[src/rtl/vector_row_writer.sv]
// vector_row_writer: serializes accepted words into ASCII '0'/'1' rows with space separators and a newline
module vector_row_writer #(
  parameter int FIELD_WIDTH   = 8,
  parameter int NUM_FIELDS    = 2,
  parameter int ROW_CNT_WIDTH = 16
) (
  input  logic                              clk,
  input  logic                              rst,
  input  logic [NUM_FIELDS*FIELD_WIDTH-1:0] in_data,
  input  logic                              in_valid,
  output logic                              in_ready,
  output logic [7:0]                        out_data,
  output logic                              out_valid,
  input  logic                              out_ready,
  output logic                              busy,
  output logic [ROW_CNT_WIDTH-1:0]          rows
);
  localparam int W    = NUM_FIELDS * FIELD_WIDTH;
  localparam int FI_W = NUM_FIELDS > 1 ? $clog2(NUM_FIELDS) : 1;
  localparam int BI_W = FIELD_WIDTH > 1 ? $clog2(FIELD_WIDTH) : 1;
  localparam logic [FI_W-1:0] F_LAST = FI_W'(NUM_FIELDS - 1);
  localparam logic [BI_W-1:0] B_LAST = BI_W'(FIELD_WIDTH - 1);
  typedef enum logic [1:0] {IDLE, BIT, SEP, EOL} state_t;
  state_t                   state_q, state_d;
  logic [W-1:0]             shift_q, shift_d;
  logic [FI_W-1:0]          field_idx_q, field_idx_d;
  logic [BI_W-1:0]          bit_idx_q, bit_idx_d;
  logic [7:0]               out_data_q, out_data_d;
  logic                     out_valid_q, out_valid_d;
  logic [ROW_CNT_WIDTH-1:0] rows_q, rows_d;
  logic                     in_xfer, out_xfer;
  assign in_ready  = (state_q == IDLE) || (state_q == EOL && out_ready);
  assign in_xfer   = in_valid && in_ready;
  assign out_xfer  = out_valid_q && out_ready;
  assign out_data  = out_data_q;
  assign out_valid = out_valid_q;
  assign busy      = state_q != IDLE;
  assign rows      = rows_q;
  always_comb begin
    state_d     = state_q;
    shift_d     = shift_q;
    field_idx_d = field_idx_q;
    bit_idx_d   = bit_idx_q;
    rows_d      = rows_q;
    unique case (state_q)
      IDLE: ;
      BIT: if (out_xfer) begin
        shift_d = shift_q << 1;
        if (bit_idx_q != '0) bit_idx_d = bit_idx_q - BI_W'(1);
        else state_d = field_idx_q != F_LAST ? SEP : EOL;
      end
      SEP: if (out_xfer) begin
        field_idx_d = field_idx_q + FI_W'(1);
        bit_idx_d   = B_LAST;
        state_d     = BIT;
      end
      EOL: if (out_xfer) begin
        rows_d  = rows_q + ROW_CNT_WIDTH'(1);
        state_d = IDLE;
      end
      default: state_d = IDLE;
    endcase
    if (in_xfer) begin
      shift_d     = in_data;
      field_idx_d = '0;
      bit_idx_d   = B_LAST;
      state_d     = BIT;
    end
    out_valid_d = state_d != IDLE;
    out_data_d  = state_d == BIT ? (shift_d[W-1] === 1'b1 ? 8'h31 : 8'h30) :
                  state_d == SEP ? 8'h20 :
                  state_d == EOL ? 8'h0A : 8'h00;
  end
  always_ff @(posedge clk) begin
    if (rst) begin
      state_q     <= IDLE;
      shift_q     <= '0;
      field_idx_q <= '0;
      bit_idx_q   <= '0;
      out_data_q  <= 8'h00;
      out_valid_q <= 1'b0;
      rows_q      <= '0;
    end else begin
      state_q     <= state_d;
      shift_q     <= shift_d;
      field_idx_q <= field_idx_d;
      bit_idx_q   <= bit_idx_d;
      out_data_q  <= out_data_d;
      out_valid_q <= out_valid_d;
      rows_q      <= rows_d;
    end
  end
endmodule

[config.mk]
export PLATFORM = sky130hd
export DESIGN_NAME = vector_row_writer
export DESIGN_NICKNAME = d
export VERILOG_FILES = /design/src/rtl/vector_row_writer.sv
export SDC_FILE = /design/constraint.sdc
export NUM_CORES = 1
export LEC_CHECK = 0
export ABC_AREA = 0
export CORE_ASPECT_RATIO = 1.2
export CORE_UTILIZATION = 45
export DETAILED_ROUTE_END_ITERATION = 7
export PLACE_DENSITY = 0.76
export REMOVE_ABC_BUFFERS = 1
export SYNTH_ARGS = -nofsm -noshare
export SYNTH_HDL_FRONTEND = slang
export SYNTH_SLANG_ARGS = --single-unit
export TNS_END_PERCENT = 1
[constraint.sdc]
create_clock -name clk -period 1.9 [get_ports clk]
set_input_delay 0.19 -clock clk [delete_from_list [all_inputs] [get_ports clk]]
set_output_delay 0.19 -clock clk [all_outputs]
set_load 0.05 [all_outputs]
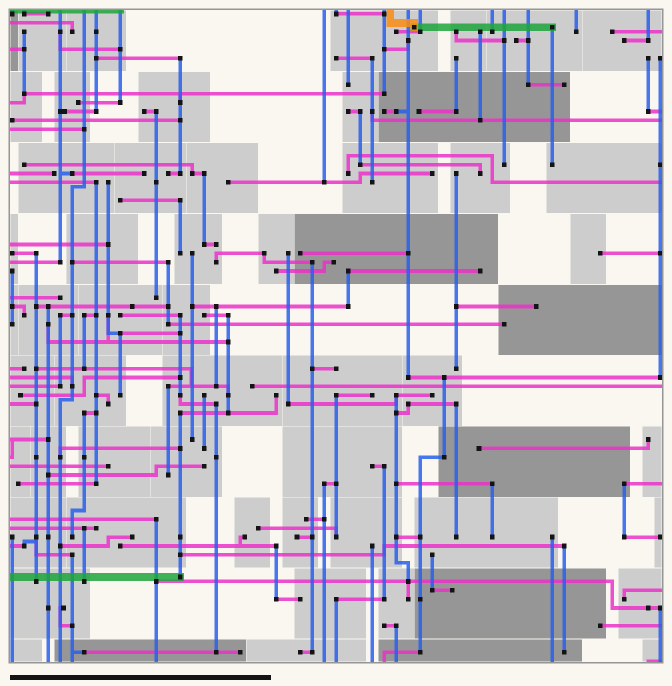
**Above:** run 1 (a small window of the routed layout).
The bar under the picture is 10 um long. Window x 19 to 44, y 10 to 35 um. Cells in grey, sequential cells in the stronger grey; small squares are vias.
colour	layer
magenta	met1
orange	met4
green	met3
blue	met2
most frequent	buf_4 (6), nor2_1 (5)
netlist names of flops here include	out_data (2), rows (2)
sequential cells in the window	5
cells with their middle in the window	47

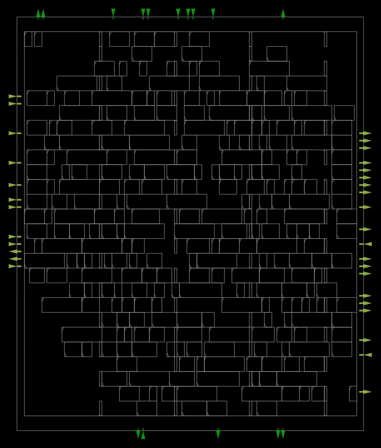
**Above:** run 1 (placed standard cells).
registers: 43
area of the placeable core: 4330 sq um
number of filler instances in the final layout: 398
post-layout util: 0.621

==> run notes, run 1 <==
Status on the layout run. Per the synth log, the flip-flop and latch total comes to 43. The finished layout holds 331 standard cells, fillers aside. Of the cells placed in the final design, the portion with a size suffix greater than 1 is 0.142. Among cell families on the critical path, the largest total delay comes from buffers and inverters. Subtracting the final worst setup slack from the clock period gives 1.79 ns.

The switching portion of total power comes to 0.273. Global-route met1 utilization landed at 0.201. Number of DRC violations after detailed routing landed at 0.

Power per cell area landed at 688 nW/um^2. The initial antenna violation count was 0. Between clock sinks in the finished design, the worst skew comes to 0.00611 ns. Worst-margin pin slew landed at 0.499 ns. STA classifies the critical path endpoint as an output port. By instance count, the leading cell after synthesis is sky130_fd_sc_hd__dfxtp_1. The gate-level netlist out of Yosys references 40 unique cell types. Sequential fraction of design power landed at 0.529.

Cell internal power was estimated by the tool at 1.34 mW. Clock tree synthesis selected as its root buffer the cell sky130_fd_sc_hd__clkbuf_8. Looking at the global route congestion table, the highest-usage layer is met2. Clock network fraction of design power landed at 0.308. Buffering stage count on the worst path with inverters included landed at 1.

In the hold timing report, the worst path depth is 3. Routed length per instance landed at 11.9 um. In this run the number of H-tree levels came out at 2. Counting cells, the worst reg-to-reg path comes to 9. In this run the mean area of a mapped cell was 9.16 sq um. In the final layout, the multi-input gates occupy 1090 sq um. Of all nets on the critical path, the largest fanout is 7. Placer congestion estimate landed at 0.756.

Setup slack on the critical path of the routed design comes to 0.113 ns. The placement stage leaves a total instance area of 2570 sq um. The run finished with clean final reports. Leftover overflow at the end of global routing landed at 0.

The share of synthesized area in the top cell type comes to 0.417. Antenna diode count landed at 0. Cell total in the yosys stat output landed at 225. Arrival time at the worst endpoint landed at 1.60 ns. Relative contribution of combinational cells to total power landed at 0.163. Post-synth tally of flip-flops with integrated enable landed at 0. The detailed router placed 1714 vias in this run.

The commonest register cell is sky130_fd_sc_hd__dfxtp_1. Post-place setup slack landed at -0.131 ns. Worst slew margin relative to its limit landed at 0.666. Walking the worst path, the cells encountered are clkdlybuf4s50_1. The first detailed-routing pass ran for 4 iterations. Number of clock sinks landed at 43. In this run the remaining antenna-violating nets after routing total 0. The critical path is of the reg2out type. Mapped cell area landed at 2060 sq um.

Final wirelength landed at 3.94 mm. Highest clock frequency the design can meet landed at 560 MHz. Total global-route track usage over all layers is 0.169.

The first global-routing pass estimated 6.61 mm of wire. Area used by sequential logic in the layout landed at 863 sq um. Final total negative setup slack landed at 0 ns. sky130_fd_sc_hd__dfxtp_1 takes more of the synthesized area than any other cell. Peak supply drop landed at 449 uV. Number of setup violations in the final report landed at 0. The worst setup path is launched from a register. Once placement completed, the tool counted placed cells totaling 322. Number of violations of the max-capacitance limit landed at 0. Count of buffers from port buffering landed at 43. Post-synthesis chip area from yosys landed at 2060 sq um. Buffers inserted during clock tree synthesis total 5. Summing all non-filler instances in the final layout gives an area of 2690 sq um. Share of flip-flops with an asynchronous set or reset after synthesis landed at 0. Number of failing hold endpoints at the final stage landed at 0. Required time of the critical path landed at 1.71 ns.

Met2 track utilization from global routing landed at 0.298. Per the run report, area growth between synthesis and finish was 30.3%. TritonCTS built the clock tree. For reference, the final report shows the max-slew violation count at 0. From left edge to right edge, the die measures 63.8 um.

Clock network latency to the later pin of the worst-skew pair landed at 0.29 ns. The floorplan has 26 rows. Counting instances in the post-synthesis netlist gives the leading cell types as 43 x sky130_fd_sc_hd__dfxtp_1, 37 x sky130_fd_sc_hd__nor2_1, 16 x sky130_fd_sc_hd__a211oi_1, 16 x sky130_fd_sc_hd__mux2i_1, 11 x sky130_fd_sc_hd__inv_1. Count of routing violations after the opening detailed-route iteration landed at 73. Via count of the first global-routing pass landed at 1538.

47 I/O pins were placed. Per the OpenROAD power report, leakage power amounts to 1.11 nW. The min-delay analysis places its worst path in the category in2reg. On the critical path, the stage with the largest delay is an instance of sky130_fd_sc_hd__clkdlybuf4s50_1. The HPWL after detailed placement is 2.88 mm.

The initial utilization of the core area, before any placement, comes to 0.477. Among all stages on the critical path, the maximum delay recorded is 0.85 ns. Dividing the detail-routed via count by the number of cells gives 5.18. Path length in cells of the critical path landed at 1. Synthesized netlist cell count landed at 225. Net switching power of the design landed at 0.504 mW.
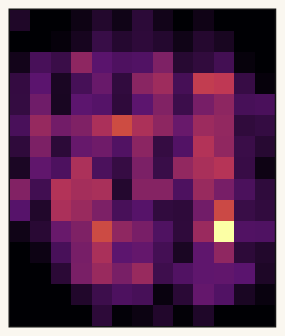
**Above:** run 1 (wire density map).
The die is cut into 13 by 15 equal tiles; black is low, pale yellow is high, scaled to the fullest tile. Values are wire area over tile area, all layers added.
nearly empty tiles	15%
fullest tile	0.63
emptiest ninth of the die	bottom left
mean over tiles	0.13

run 1: layout make-up:
class	instances	share of cell area
multi-input combinational	157	0.406
inverter	11	0.0154
timing repair buffer	56	0.199
tap	56	0.0261
sequential	43	0.321
clock buffer	6	0.0270
clock inverter	2	0.00466
run 1: per-stage QoR:
stage,hold WS (ns),total power [mW],util
3_5_place_dp,0.472,1.29,0.595
6_report,0.472,1.85,0.621
3_3_place_gp,0.460,1.28,0.595
4_1_cts,0.457,1.86,0.616
5_1_grt,0.505,1.94,0.621
2_1_floorplan,0.257,1.16,-
run 1: cell families (layout without fill, tap and decap cells):
group | Yosys count | in the layout | synth area share
adder cells (fa/ha/maj) | 7 | 7 | 0.0425
flip-flops | 43 | 43 | 0.417
XOR/XNOR | 10 | 10 | 0.0425
AND/OR/NAND/NOR | 82 | 82 | 0.214
buffers and inverters | 27 | 75 | 0.0655
multiplexers | 20 | 20 | 0.0995
AND-OR/OR-AND | 35 | 35 | 0.117
other | 1 | 3 | 0.00182
run 1: final timing paths:
| path | endpoint | slack (ns) | from |
|---|---|---|---|
| max | out_valid | 0.11 | out_valid |
| min | shift_q[0] | 0.47 | in_data[0] |
| max reg2reg | out_data[0] | 0.14 | bit_idx_q[0] |
| min reg2reg | shift_q[0] | 0.48 | shift_q[0] |
run 1: flip-flops by register name (all words and copies together) (netlist names):
name	count
shift_q	16
out_data	4
state_q	2
field_idx_q	1
bit_idx_q	3
out_valid	1
rows	16
run 1: layout by cell type (no fill, tap or decap), drive strengths merged, types with 2 or more instances in the layout:
master,n
nor4,4
a21boi,2
nand3,7
or3,3
inv,11
nand2,6
nor2,37
nor3b,2
or2,2
nand4,4
conb,3
a21o,2
o21ai,4
clkdlybuf4s50,41
dfxtp,43
xnor2,9
a211oi,16
mux2i,16
mux2,4
ha,7
nand2b,2
a21oi,6
nor2b,6
nor3,5
clkbuf,6
buf,15
run 1: power by group through the flow:
| stage | Combinational, mW | Clock (mW) | Sequential, mW |
|---|---|---|---|
| 2_1_floorplan | 0.145 | 0 | 1.02 |
| 5_1_grt | 0.330 | 0.626 | 0.983 |
| 6_report | 0.301 | 0.570 | 0.977 |
| 3_5_place_dp | 0.293 | 0 | 0.996 |
| 3_3_place_gp | 0.289 | 0 | 0.996 |
| 4_1_cts | 0.296 | 0.586 | 0.975 |
run 1: metal layers:
layer | routed length, um | part of all wire
met1 | 1760 | 0.45
met2 | 1960 | 0.50
met3 | 154 | 0.039
met4 | 61 | 0.015
met5 | 0 | 0
run 1: repair_timing:
item / CTS / global route
cloned: 0 / 0
endpoints found under the hold margin: 0 / 0
resized: 1 / 8
setup endpoints to repair: 2 / 3
setup buffers: 0 / 1
pin swaps: 0 / 1
## Run 2: what changed since run 1
--- a/config.mk
+++ b/config.mk
@@ -14,4 +14,3 @@
 export SYNTH_ARGS = -nofsm -noshare
 export SYNTH_HDL_FRONTEND = slang
 export SYNTH_SLANG_ARGS = --single-unit
-export TNS_END_PERCENT = 1
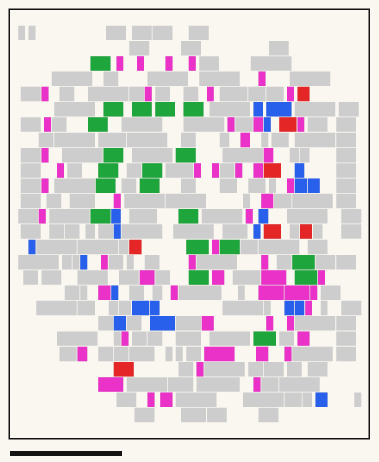
**Above:** run 2 (gate-type map).
The bar under the picture is 20 um long.
colour	family	cells	most used
blue	NAND gates	20	nand3_1
magenta	NOR gates	55	nor2_1
red	AND and OR gates	7	or3_1
green	multiplexers	20	mux2i_1

==> run notes, run 2 <==
Status on the layout run. The flow ran to the end, and the final reports show no timing, DRC or antenna violations. The boundary pin count came to 47 (unchanged). The worst setup path is captured at an output port. The initial core utilization is 0.477 (unchanged). The register-to-register setup slack came to 0.14 ns (about the same). Post-place setup slack landed at -0.131 ns (unchanged). The critical path's slowest stage uses the library cell sky130_fd_sc_hd__clkdlybuf4s50_1. The leftover overflow at the end of global routing is 0 (unchanged). The synthesized area per cell is 9.16 sq um (unchanged).

The synthesis stats list as the most numerous cell sky130_fd_sc_hd__dfxtp_1. Total iterations of the first detailed-routing run landed at 4 (unchanged). Post-synth tally of flip-flops with integrated enable landed at 0 (unchanged). The post-layout minimum cycle time came to 1.79 ns (unchanged). Routed length per instance landed at 11.9 um (unchanged). Traced cell by cell, the critical path runs through clkdlybuf4s50_1.

The simple-gate portion of the synthesized area was 0.214 (unchanged). The arrival time at the worst endpoint is 1.60 ns (about the same). The initial antenna violation count was 0 (unchanged). Power per cell area landed at 688 nW/um^2 (unchanged). The required time of the critical path was 1.71 ns (about the same). Number of synthesized register bits landed at 43 (unchanged).

Mapped cell area landed at 2060 sq um (unchanged). The share of Yosys cell area claimed by the top area cell type was 0.417 (unchanged). The setup slack of the critical path after layout is 0.113 ns (unchanged).

Per-cell via count in the routed design landed at 5.18 (unchanged). The highest fanout seen on the critical path came to 7 (unchanged). Share of flip-flops with an asynchronous set or reset after synthesis landed at 0 (unchanged). Count of final max-slew check failures landed at 0 (unchanged). The width of the die is 63.8 um (unchanged). The highest clock frequency the design can meet was 560 MHz (unchanged).

Cell count of the worst hold path landed at 3 (unchanged). Count of routing violations after the opening detailed-route iteration landed at 73 (unchanged). The via count of the first global-routing pass was 1538 (unchanged).

Number of buffers created by CTS landed at 5 (unchanged). The final cell area excluding filler cells is 2690 sq um (unchanged). The core region area came to 4330 sq um (unchanged). The worst slew margin relative to its limit was 0.666 (unchanged).

Number of standard-cell rows in the floorplan landed at 26 (unchanged). Looking at the reg2reg group, the worst path starts from bit_idx_q[0]. The residual antenna-violating net count after detailed routing was 0 (unchanged).

TritonCTS built the clock tree. Count of H-tree levels built during CTS landed at 2 (unchanged). The worst setup path is launched from a register. Worst hold slack after final layout landed at 0.472 ns (unchanged). The area added between synthesis and finish came to 30.3% (unchanged). Number of clock sinks landed at 43 (unchanged). STA lists the startpoint of the worst hold path as in_data[0]. Number of violations of the max-capacitance limit landed at 0 (unchanged). The count of cell types in the netlist is 40 (unchanged). The commonest cells after synthesis are 43 x sky130_fd_sc_hd__dfxtp_1, 37 x sky130_fd_sc_hd__nor2_1, 16 x sky130_fd_sc_hd__a211oi_1, 16 x sky130_fd_sc_hd__mux2i_1, 11 x sky130_fd_sc_hd__inv_1. The number of setup violations in the final report came to 0 (unchanged). Final wirelength landed at 3.94 mm (unchanged). Number of failing hold endpoints at the final stage landed at 0 (unchanged). The commonest register cell is sky130_fd_sc_hd__dfxtp_1.

The placer congestion estimate is 0.756 (unchanged). The wire length of the first global-routing pass was 6.61 mm (unchanged). Buffering stage count on the worst path with inverters included landed at 1 (unchanged). Post-DP HPWL landed at 2.88 mm (unchanged).

Antenna diode count landed at 0 (unchanged). The post-synthesis chip area from yosys came to 2060 sq um (unchanged). The count of buffers from port buffering came to 43 (unchanged). The compound-cell area share of the yosys netlist came to 0.117 (unchanged).

CTS placed an instance of sky130_fd_sc_hd__clkbuf_8 at the clock tree root. Leakage power total landed at 1.11 nW (unchanged). The adder-cell share of the synthesized area is 0.0425 (unchanged). Hold analysis lists the worst path endpoint as shift_q[0]. The number of DRC violations after detailed routing was 0 (unchanged). In this run the worst setup path begins at out_valid. Grouping non-sequential cells by family puts the most area in simple AND/OR/NAND/NOR gates.

Clock network latency to the later pin of the worst-skew pair landed at 0.29 ns (about the same). Worst clock skew on the final layout landed at 0.00611 ns (unchanged). Instance area after placement landed at 2570 sq um (unchanged). Largest stage delay on the critical path landed at 0.85 ns (about the same). The synthesized netlist cell count is 225 (unchanged). The worst-margin pin slew was 0.499 ns (unchanged). Logic depth of the worst register-to-register path landed at 9 (unchanged). Number of vias in the routed layout landed at 1714 (unchanged). The fraction of synthesized cell area in xor and xnor cells came to 0.0425 (unchanged). Hold repair after CTS inserted 0 buffers. Per the cell usage report, the commonest logic cells after layout are 41 x sky130_fd_sc_hd__dfxtp_1, 41 x sky130_fd_sc_hd__clkdlybuf4s50_1, 37 x sky130_fd_sc_hd__nor2_1. Per the timing report, the most critical flop-to-flop path finishes at out_data[0].

Looking at area per cell type in the netlist, the leader is sky130_fd_sc_hd__dfxtp_1. The worst setup path is of the reg2out kind. Total routing usage reported by global routing landed at 0.169 (unchanged). According to the hold report, the worst path is of the in2reg type.
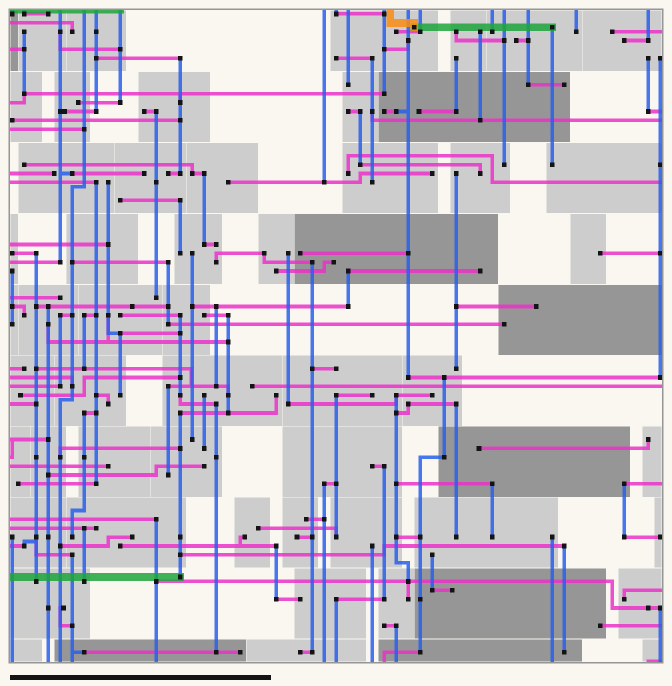
**Above:** run 2 (a small window of the routed layout).
The bar under the picture is 10 um long. Window x 19 to 44, y 10 to 35 um. Cells in grey, sequential cells in the stronger grey; small squares are vias.

## run 2: cell counts in the layout (fill, tap and decap cells not counted)
No cell type changed its count.
## run 2: how the worst max path moves through the flow
| stage | depth (start not counted) | slack (ns) | endpoint |
|---|---|---|---|
| global placement | 7 | -0.07 | out_data[1] |
| CTS | 9 | 0.004 | out_data[0] |
| global route | 9 | -0.003 | out_data[0] |
| detailed placement | 7 | -0.13 | out_data[1] |
| finish | 1 | 0.11 | out_valid |
| floorplan | 6 | -0.81 | out_data[0] |
## run 2: cell families (layout without fill, tap and decap cells)
family / Yosys count / count (layout)
compound gates: 35 / 35
xor+xnor: 10 / 10
fa+ha+maj: 7 / 7
buf+inv: 27 / 75
flops: 43 / 43
mux: 20 / 20
other cells: 1 / 3
simple gates: 82 / 82
## run 2: final cells by class
type / count / area [sq um]
Tap cell: 56 / 70.1
Sequential cell: 43 / 863
Timing Repair Buffer: 56 / 536
Clock inverter: 2 / 12.5
Inverter: 11 / 41.3
Fill cell: 398 / 1640
Clock buffer: 6 / 72.6
Multi-Input combinational cell: 157 / 1090
## run 2: per-stage QoR
| stage | TNS [ns] | std cells | power, mW | util |
|---|---|---|---|---|
| 6_report | 0 | 331 | 1.85 | 0.621 |
| 3_5_place_dp | -0.559 | 322 | 1.29 | 0.595 |
| 5_1_grt | -0.00257 | 331 | 1.94 | 0.621 |
| 3_3_place_gp | -0.301 | 322 | 1.28 | 0.595 |
| 4_1_cts | 0 | 330 | 1.86 | 0.616 |
| 2_1_floorplan | -8.94 | 211 | 1.16 | - |
## run 2: worst register-to-register path: cells and delay by family, from the launching register on
| kind | cells | cell delay [ns] |
|---|---|---|
| simple gates | 3 | 0.42 |
| buf+inv | 2 | 0.16 |
| flops | 1 | 0.33 |
| compound gates | 2 | 0.34 |
| fa+ha+maj | 2 | 0.41 |
## run 2: what timing repair did
action	CTS	global route
setup endpoints to repair	2	3
setup buffers	0	1
pin swaps	0	1
gates resized	1	8
cloned	0	0
## run 2: power by group
group | internal (mW) | leakage (nW) | switching (mW) | total (mW)
registers | 0.947 | 0.353 | 0.0300 | 0.977
clock network | 0.257 | 0.0412 | 0.313 | 0.570
logic | 0.140 | 0.715 | 0.161 | 0.301
## run 2: per-layer routing
metal  vias up  global-route usage  share of wire
met4         0              0.0545          0.015
met1       782               0.201           0.45
met5         -                   0              0
li1        870                   -              -
met2        51               0.298           0.50
met3        11              0.0344          0.039
Power figures rest on the tool's default switching activity, not on a simulated workload.
